Placed standard cells:
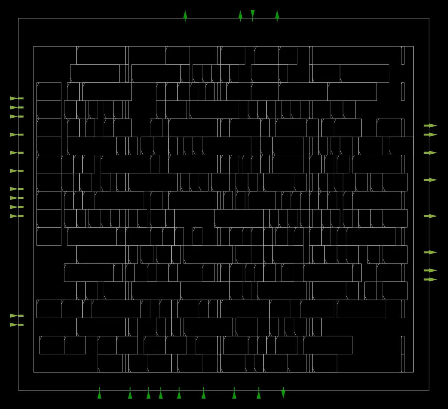
I/O nets highlighted:
(4 px per µm)
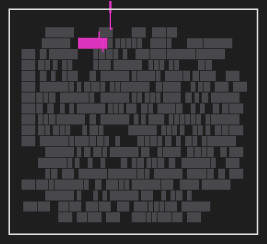
## src/rtl/seq_chunk_adder_pkg.sv

```systemverilog
// Shared definitions for the chunk-serial adder: FSM state encoding and
// a ceiling-log2 helper used to size the slice index.
package seq_chunk_adder_pkg;

  typedef enum logic [1:0] {
    IDLE = 2'd0,
    RUN  = 2'd1,
    DONE = 2'd2
  } state_t;

  function automatic int unsigned clog2(input int unsigned v);
    int unsigned r;
    r = 0;
    while ((64'd1 << r) < 64'(v)) r++;
    return r;
  endfunction

endpackage

```

## src/rtl/seq_chunk_adder_rca.sv

```systemverilog
// Combinational CHUNK-bit ripple-carry slice built from full adders; also
// exposes the carry into the top bit so the caller can derive signed overflow.
module rca_chunk #(
  parameter int CHUNK = 2
) (
  input  logic [CHUNK-1:0] x,
  input  logic [CHUNK-1:0] y,
  input  logic             ci,
  output logic [CHUNK-1:0] sum,
  output logic             co,
  output logic             c_msb
);

  logic [CHUNK:0] c;

  always_comb begin
    c    = '0;
    sum  = '0;
    c[0] = ci;
    for (int unsigned i = 0; i < CHUNK; i++) begin
      sum[i]   = x[i] ^ y[i] ^ c[i];
      c[i+1]   = (x[i] & y[i]) | (c[i] & (x[i] ^ y[i]));
    end
  end

  assign co    = c[CHUNK];
  assign c_msb = c[CHUNK-1];

endmodule

```

## src/rtl/seq_chunk_adder.sv

```systemverilog
// Multi-cycle add/subtract: one CHUNK-bit slice per clock, LSB slice first,
// through a shared ripple slice and a registered carry, with start/busy/done.
module seq_chunk_adder
  import seq_chunk_adder_pkg::*;
#(
  parameter int WIDTH = 8,
  parameter int CHUNK = 2
) (
  input  logic             clk,
  input  logic             rst,
  input  logic             start,
  input  logic             sub,
  input  logic [WIDTH-1:0] a,
  input  logic [WIDTH-1:0] b,
  input  logic             cin,
  output logic             busy,
  output logic             done,
  output logic [WIDTH-1:0] s,
  output logic             cout,
  output logic             ovf
);

  localparam int NCHUNK = WIDTH / CHUNK;
  localparam int IW     = (NCHUNK > 1) ? int'(clog2(NCHUNK)) : 1;
  localparam logic [IW-1:0] LAST = IW'(NCHUNK - 1);

  state_t           state, state_d;
  logic [WIDTH-1:0] a_l, b_l;
  logic             carry;
  logic [IW-1:0]    idx;
  logic [CHUNK-1:0] xs, ys, sum;
  logic             co, c_msb;

  assign xs = a_l[idx*CHUNK +: CHUNK];
  assign ys = b_l[idx*CHUNK +: CHUNK];

  rca_chunk #(.CHUNK(CHUNK)) u_slice (
    .x     (xs),
    .y     (ys),
    .ci    (carry),
    .sum   (sum),
    .co    (co),
    .c_msb (c_msb)
  );

  always_ff @(posedge clk) begin
    if (rst) state <= IDLE;
    else     state <= state_d;
  end

  always_comb begin
    state_d = state;
    case (state)
      IDLE:    if (start) state_d = RUN;
      RUN:     if (idx == LAST) state_d = DONE;
      DONE:    state_d = IDLE;
      default: state_d = IDLE;
    endcase
  end

  assign busy = (state == RUN);
  assign done = (state == DONE);

  // Subtraction is a + ~b + 1 with cin acting as borrow, folded in at accept time.
  always_ff @(posedge clk) begin
    if (rst) begin
      a_l   <= '0;
      b_l   <= '0;
      carry <= 1'b0;
      idx   <= '0;
      s     <= '0;
      cout  <= 1'b0;
      ovf   <= 1'b0;
    end else begin
      case (state)
        IDLE: begin
          if (start) begin
            a_l   <= a;
            b_l   <= b ^ {WIDTH{sub}};
            carry <= cin ^ sub;
            idx   <= '0;
            s     <= '0;
          end
        end
        RUN: begin
          s[idx*CHUNK +: CHUNK] <= sum;
          carry                 <= co;
          if (idx == LAST) begin
            ovf  <= c_msb ^ co;
            cout <= co;
          end else begin
            idx <= idx + 1'b1;
          end
        end
        default: ;
      endcase
    end
  end

endmodule

```

## config.mk

```make
export PLATFORM = sky130hd
export DESIGN_NAME = seq_chunk_adder
export DESIGN_NICKNAME = d
export VERILOG_FILES = /design/src/rtl/seq_chunk_adder_pkg.sv /design/src/rtl/seq_chunk_adder_rca.sv /design/src/rtl/seq_chunk_adder.sv
export SDC_FILE = /design/constraint.sdc
export NUM_CORES = 1
export LEC_CHECK = 0
export ABC_AREA = 1
export CAP_MARGIN = 20
export CORE_ASPECT_RATIO = 0.9
export CORE_MARGIN = 2
export CORE_UTILIZATION = 54
export DETAILED_ROUTE_END_ITERATION = 6
export GPL_TIMING_DRIVEN = 0
export PLACE_DENSITY = 0.91
export SKIP_LAST_GASP = 1
export SYNTH_ARGS = -nofsm -noshare
export SYNTH_HDL_FRONTEND = slang
export SYNTH_HIERARCHICAL = 1
export SYNTH_SLANG_ARGS = --single-unit
```

## constraint.sdc

```tcl
create_clock -name clk -period 7.6 [get_ports clk]
set_clock_uncertainty 0.05 [all_clocks]
set_input_delay 1.52 -clock clk [delete_from_list [all_inputs] [get_ports clk]]
set_output_delay 1.52 -clock clk [all_outputs]
set_load 0.005 [all_outputs]
```

==> impl_metrics.json <==
{
  "cts_made_buffers": 5,
  "first_global_vias": 1321,
  "cts_tree": "yes",
  "max_cap_violations": 0,
  "clock_path_buffers": 2,
  "placed_area_um2": 1980,
  "avgSynthCellArea_um2": 7.42,
  "final-max-slew-violation-count": 0,
  "crit_chain": "inv_1 > nor2_1 > clkdlybuf4s50_1",
  "port_buffers": 31,
  "grt_overflow": 0,
  "grt_pass1_wl_um": 5460,
  "outcome": "finished clean",
  "drc": 0,
  "grt_usage_pct": 21.2,
  "topCellsByArea": "dfxtp_1, nand2_1, nor2_1, o21ai_0, nand3_1",
  "vias_per_cell": 4.89,
  "total_power_uw": 351,
  "yosys.stat.seqShare_pct": 38.4,
  "synthArstFlopShare_pct": 0,
  "pre_cts_ws_ns": 4.80,
  "syn-num-nets": 247,
  "fp_util_pct": 57.9,
  "clkSlewWorstSetupHoldPaths_ns": 0.10,
  "synthCells": 218,
  "netlist_top_cells_count": "nand2_1, nor2_1, dfxtp_1, o21ai_0, nand3_1",
  "fin_crit_sh_pct": 41.9,
  "comb_area_um2": 841,
  "synthToLayoutAreaGrowth_pct": 25.4,
  "arrival_ns": 1.62,
  "die_height_um": 55.9,
  "drt_first_iter_violations": 26,
  "rsz0062_at_grt": "no",
  "clk_latency_ns": 0.35,
  "drt_pass1_iterations": 4,
  "io_pins": 33,
  "dieArea_um2": 3450,
  "maxSlewHeadroom_pct": 67.5,
  "ys_area_um2": 1620,
  "synth-edff-count": 0,
  "dp_hpwl_um": 2380,
  "setup_ws_ns": 4.41,
  "vdd_drop_max_v": 0.000112,
  "rows": 18,
  "cts_setup_buffers": 0,
  "warnings": 31,
  "top_area_share_pct": 38.4,
  "worst_setup_path_end_kind": "primary output",
  "drive_gt1_share_pct": 7.39,
  "hold_buffers": 0,
  "path_max_fanout": 7,
  "synth_cell_types": 21,
  "netlist_area_um2": 1620,
  "final_nets": 285,
  "power.leakage_uw": 0.000863,
  "drtAntennaViolNets": 0,
  "cp_slowest_stage_delay_ns": 0.51,
  "ys_ff": 31,
  "setup_violations": 0,
  "synth_stat.cells": 218,
  "wl_per_cell_um": 10.6,
  "fin_setup_tns_ns": 0,
  "place_congestion": 0.839,
  "yosys_most_used_dff": "dfxtp_1",
  "top_area_cell": "dfxtp_1",
  "cts_sinks": 31,
  "antenna_found_initial": 0,
  "ys_warn_count": 6,
  "drt_wl_total_um": 3150,
  "via_count": 1452,
  "required_ns": 6.03,
  "hold_class": "reg2reg",
  "power_density_nw_per_um2": 173,
  "final_area_um2": 2030,
  "regArea_um2": 621,
  "cts_resized": 0,
  "root_buffer": "clkbuf_4",
  "grt_max_degree": 13,
  "period_minus_slack_ns": 3.19,
  "fp.dieW_um": 61.7,
  "hold_violations": 0,
  "fmax_ghz": 0.314,
  "slowest_stage": "clkdlybuf4s50_1",
  "n_antenna_cell": 0,
  "startpoint_type": "flip-flop",
  "critical_path_class": "reg2out",
  "tightest_slew_ns": 0.487,
  "h-tree-depth": 2
}
-- 'placed standard cells' (at the start) --
final cell count without fillers: 297
flip-flops: 31
Core Footprint: 2790 µm²
fillers: 242
final core occ: 72.6%

-- 'I/O nets highlighted' (at the start) --
- magenta: cout (bits 1; direction output; edge north; end cells 1; wire 11.7 µm)

[registers in the layout (all words and copies together) (netlist names)]
| register | count |
|---|---|
| s | 8 |
| b_l | 8 |
| cout | 1 |
| a_l | 8 |
| state | 2 |
| idx | 2 |
| carry | 1 |
| ovf | 1 |
[path summary, 6_finish.rpt]
path            start     end  slack [ns]  depth (start not counted)
min reg2reg    b_l[7]  b_l[7]        0.43                          2
min            b_l[7]  b_l[7]        0.43                          2
max          state[1]    done        4.41                          3
max reg2reg    idx[0]    s[3]        4.87                         10
[cells in the final DEF (no fill, tap or decap), types with 5 or more instances in the layout]
cell type	instances
dfxtp_1	31
clkbuf_4	5
inv_1	14
o21ai_0	17
a21oi_1	15
ha_1	6
clkbuf_1	5
clkdlybuf4s50_1	31
nand2_1	44
nand3_1	16
xor2_1	9
nor2_1	44
[power breakdown]
group          internal, µW  total (µW)  switching (µW)
Combinational          38.2        82.3            44.2
Sequential              171         177            6.00
Clock                  35.9        91.5            55.6
Total                   246         351             106
[cell type report]
class                      instances  share of cell area, %
clock buffer                       7                   2.22
tap                               40                   2.47
multi-input combinational        162                   41.5
sequential                        31                   30.6
timing repair buffer              31                   15.3
buffer                            10                   4.63
clock inverter                     1                  0.247
inverter                          15                   3.02
[cell families (layout without fill, tap and decap cells)]
| kind of cell | count (synthesis) | in the layout | share of synthesized area, % |
|---|---|---|---|
| and+or+nand+nor | 107 | 107 | 27.5 |
| AOI/OAI and AO/OA | 38 | 38 | 12.5 |
| xor gates and xnor gates | 9 | 9 | 4.88 |
| adders and majority gates | 8 | 8 | 7.12 |
| DFF | 31 | 31 | 38.4 |
| buffers and inverters | 25 | 64 | 9.60 |
[layer usage]
layer / part of all wire [%] / track usage, % / wire [µm]
met5: 0 / 0 / 0
met4: 1.8 / 8.21 / 58
met3: 4.2 / 8.37 / 132
met2: 49 / 34.4 / 1540
met1: 45 / 24.4 / 1420
[stage by stage]
| stage | std cells | hold WS (ns) |
|---|---|---|
| 2_1_floorplan | 218 | 0.390 |
| 3_3_place_gp | 289 | 0.400 |
| 3_5_place_dp | 289 | 0.412 |
| 4_1_cts | 297 | 0.428 |
| 5_1_grt | 297 | 0.439 |
| 6_report | 297 | 0.425 |
[critical path, delay by kind of cell (launching register included)]
family | cells | cell delay (ns)
DFF | 1 | 0.47
buffers and inverters | 2 | 0.68
and+or+nand+nor | 1 | 0.12
